==> src/rtl/ifu_fetch.sv <==
// Instruction fetch unit: owns the PC, issues one fetch at a time, and presents each word downstream.
// Memory errors, timeouts and misaligned targets are turned into the bad-trap word 32'h7f.
module ifu_fetch #(
    parameter logic [31:0] RESET_PC = 32'h8000_0000,
    parameter int          TIMEOUT  = 256
) (
    input  logic        clk,
    input  logic        rst,
    output logic        imem_req_valid,
    input  logic        imem_req_ready,
    output logic [31:0] imem_req_addr,
    input  logic        imem_rsp_valid,
    input  logic [31:0] imem_rsp_data,
    input  logic        imem_rsp_err,
    output logic        inst_valid,
    input  logic        inst_ready,
    output logic [31:0] pc,
    output logic [31:0] instruction,
    input  logic        redirect_valid,
    input  logic [31:0] redirect_pc,
    input  logic        halt,
    output logic        halted
);

    // Handshakes: a transfer happens on a rising edge where valid and ready are both high;
    // once raised, valid and its payload hold until that edge (halt is the only retraction).

    localparam int          TMO_W    = (TIMEOUT < 1) ? 1 : $clog2(TIMEOUT + 1);
    localparam logic [TMO_W-1:0] TMO_LAST = TMO_W'(TIMEOUT - 1);
    localparam logic [31:0] BAD_TRAP = 32'h0000_007f;
    localparam logic [31:0] EBREAK   = 32'h0010_0073;

    typedef enum logic [2:0] {
        S_IDLE,
        S_REQ,
        S_WAIT,
        S_OUT,
        S_HALT
    } state_t;

    state_t           state;
    state_t           state_nxt;
    logic [31:0]      fetch_pc;
    logic [31:0]      fetch_pc_nxt;
    logic [31:0]      pc_nxt;
    logic [31:0]      instruction_nxt;
    logic [TMO_W-1:0] tmo_cnt;
    logic [TMO_W-1:0] tmo_cnt_nxt;
    logic             misaligned;

    assign misaligned = (fetch_pc[1:0] != 2'b00);

    always_comb begin
        state_nxt       = state;
        fetch_pc_nxt    = fetch_pc;
        pc_nxt          = pc;
        instruction_nxt = instruction;
        tmo_cnt_nxt     = tmo_cnt;
        case (state)
            S_IDLE: state_nxt = S_REQ;
            S_REQ: begin
                if (misaligned) begin
                    instruction_nxt = BAD_TRAP;
                    pc_nxt          = fetch_pc;
                    state_nxt       = S_OUT;
                end else if (imem_req_ready) begin
                    tmo_cnt_nxt = '0;
                    state_nxt   = S_WAIT;
                end
            end
            S_WAIT: begin
                // A response on the final timeout cycle still wins over the fault.
                if (imem_rsp_valid) begin
                    instruction_nxt = imem_rsp_err ? BAD_TRAP : imem_rsp_data;
                    pc_nxt          = fetch_pc;
                    state_nxt       = S_OUT;
                end else if (tmo_cnt == TMO_LAST) begin
                    instruction_nxt = BAD_TRAP;
                    pc_nxt          = fetch_pc;
                    state_nxt       = S_OUT;
                end else begin
                    tmo_cnt_nxt = tmo_cnt + 1'b1;
                end
            end
            S_OUT: begin
                if (inst_ready) begin
                    if (instruction == EBREAK || instruction == BAD_TRAP) begin
                        state_nxt = S_HALT;
                    end else begin
                        fetch_pc_nxt = redirect_valid ? redirect_pc : pc + 32'd4;
                        state_nxt    = S_REQ;
                    end
                end
            end
            S_HALT: state_nxt = S_HALT;
            default: state_nxt = S_IDLE;
        endcase
        if (halt) begin
            state_nxt = S_HALT;
        end
    end

    always_ff @(posedge clk) begin
        if (rst) begin
            state       <= S_IDLE;
            fetch_pc    <= RESET_PC;
            pc          <= RESET_PC;
            instruction <= '0;
            tmo_cnt     <= '0;
        end else begin
            state       <= state_nxt;
            fetch_pc    <= fetch_pc_nxt;
            pc          <= pc_nxt;
            instruction <= instruction_nxt;
            tmo_cnt     <= tmo_cnt_nxt;
        end
    end

    assign imem_req_valid = (state == S_REQ) && !misaligned;
    assign imem_req_addr  = fetch_pc;
    assign inst_valid     = (state == S_OUT);
    assign halted         = (state == S_HALT);

endmodule

==> config.mk <==
export PLATFORM = sky130hd
export DESIGN_NAME = ifu_fetch
export DESIGN_NICKNAME = d
export VERILOG_FILES = /design/src/rtl/ifu_fetch.sv
export SDC_FILE = /design/constraint.sdc
export NUM_CORES = 1
export LEC_CHECK = 0
export ABC_AREA = 1
export ABC_CLOCK_PERIOD_IN_PS = 1900
export CORE_AREA = 2 2 117 119
export CTS_BUF_LIST = sky130_fd_sc_hd__clkbuf_4
export DETAILED_ROUTE_END_ITERATION = 10
export DIE_AREA = 0 0 119 121
export MAX_ROUTING_LAYER = met4
export PLACE_DENSITY = 0.78
export SLEW_MARGIN = 20
export SYNTH_ARGS = -nofsm -noshare
export SYNTH_HDL_FRONTEND = slang
export SYNTH_SLANG_ARGS = --single-unit
export TNS_END_PERCENT = 10
==> constraint.sdc <==
create_clock -name clk -period 1.9 [get_ports clk]
set_input_delay 0.38 -clock clk [delete_from_list [all_inputs] [get_ports clk]]
set_output_delay 0.38 -clock clk [all_outputs]
set_load 0.01 [all_outputs]
final_congestion.png
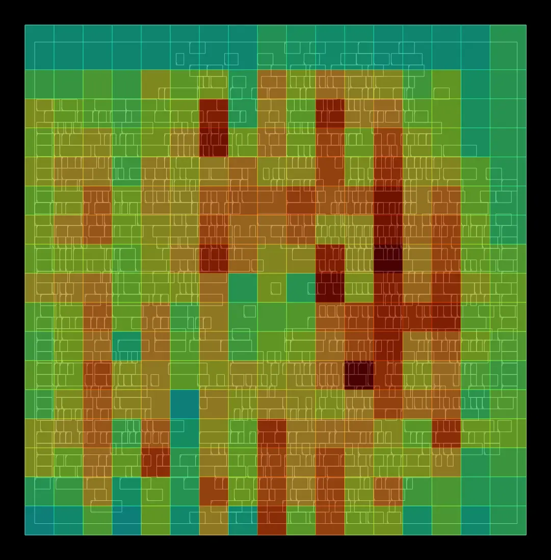
routed len/inst: 14.83 um
met3 Use GR: 7.284%
fin util: 59.62%

clock_map.png
Drawn at 4 px/um.
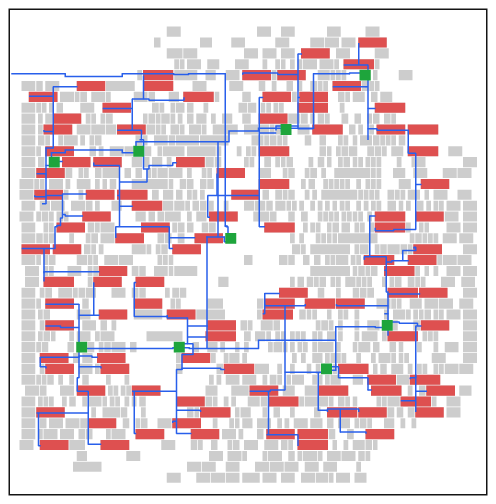
[red] flip-flops | count: 108
[blue] clock wires | length: 1270 um
[green] cells driving clock nets | count: 9
routed clock nets: 10

pdn.png
Drawn at 4 px/um. Pins as bars on the die edge.
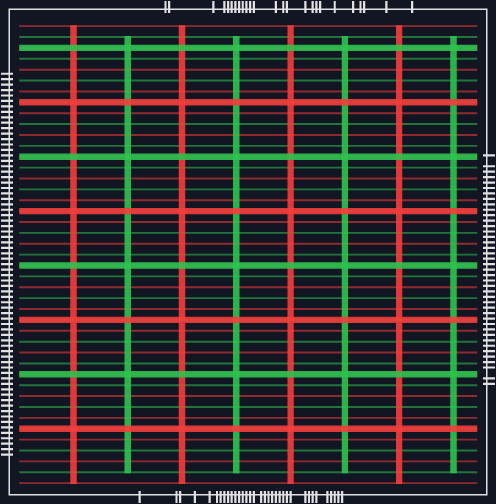
[red] VSS
[green] VDD
met4 straps: 8
met1 rails: 43

density.png
Drawn at 2 px/um. The die is cut into 12 by 12 equal tiles; white is low, dark blue is high, 0 to 100% covered.
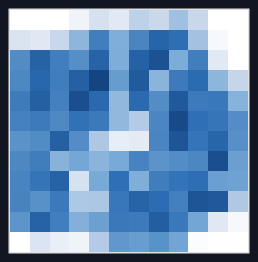
tiles over 75% full: 19%
emptiest ninth of the die: north-east
fullest tile: 92%
nearly empty tiles: 7.6%
mean over tiles: 53%

==> run summary <==
run metrics: P&R area growth vs syn 47.85%, Antenna Violating Nets Remaining 0, total negative slack -0.1515 ns, H-tree Lvls 3, Flop area 0.002207 mm2, XOR/XNOR Area Share 1.992%, tool warning count 28, mux frac, synth 0%, GPL Wtd Cong 0.9419, met3 WL 1449 um, fin cells 1162, fillers 1215, Worst Slack Setup Final -0.04660 ns, ys flops 108, Final Hold Fails 0, failing checks negative setup slack, Hold-fix buffers, CTS 0, core box area 0.01309 mm2, Power Density 552.9 mW/mm2, Max Freq 513.7 MHz, final setup fails 9, CTS tree done, via/cell ratio 5.065, status complete, but fails checks, post_cts resized 75, YS chip area 0.005276 mm2, Die Area 0.01440 mm2, # diodes 0, CP arrival 2.33 ns, initial DRC count 379, total power 4.314 mW, maximum VDD drop 0.5599 mV, first-pass GRT wire length 26900 um, period utilization 102.5%, most instantiated logic cells after routing nand2_1 (206), clkdlybuf4s50_1 (160), nor2_1 (150), Worst Hold Margin 0.2797 ns
## where the power goes
part	switching [mW]	total, mW	internal (mW)
clock	0.752	1.02	0.272
combinational	0.393	0.845	0.451
sequential	0.0927	2.44	2.35
## state kept, by name (all words and copies together) (netlist names)
register,flops
state,3
instruction,32
pc,32
imem_req_addr,32
tmo_cnt,9
## layout make-up
cell class                      count  area share (%)
Multi-Input combinational cell    603           37.18
Sequential cell                   108           28.29
Timing Repair Buffer              209           27.75
Tap cell                          176           2.823
Inverter                           50           2.598
Clock buffer                       10          0.9623
Clock inverter                      6          0.4010
## worst max-delay path: stages, from the launching register on
cell and delay (ns):
dfxtp_2 0.38, ha_4 0.15, nand2_4 0.06, nor3_4 0.16
inv_2 0.06, nor3_2 0.11, ha_2 0.21, nor2_2 0.05
nand2_4 0.13, nand2_4 0.13, buf_16 0.19, o21ai_2 0.14
a21oi_1 0.06
## cells in the mapped netlist (4+ instances only)
cell and count:
inv_2 7, nand2_1 208, dfxtp_1 108, xnor2_1 6, xor2_1 6, nor3_1 16
inv_1 41, buf_6 4, nor2_1 152, a21oi_1 76, o21ai_0 67, nand3_2 5
buf_2 8, clkbuf_1 17, nand3_1 30, nand4_1 8
## path summary, 6_finish.rpt
kind | startpoint | end | slack (ns) | cells past startpoint
worst max register to register | tmo_cnt[0]$_SDFFE_PP0P_ | pc[19]$_SDFFE_PP0P_ | -0.05 | 12
worst min register to register | instruction[9]$_SDFFE_PP0P_ | instruction[9]$_SDFFE_PP0P_ | 0.49 | 2
worst max-delay path | tmo_cnt[0]$_SDFFE_PP0P_ | pc[19]$_SDFFE_PP0P_ | -0.05 | 12
worst min-delay path | rst | tmo_cnt[5]$_SDFFE_PP0P_ | 0.28 | 4
Power and IR drop assume default switching activity.
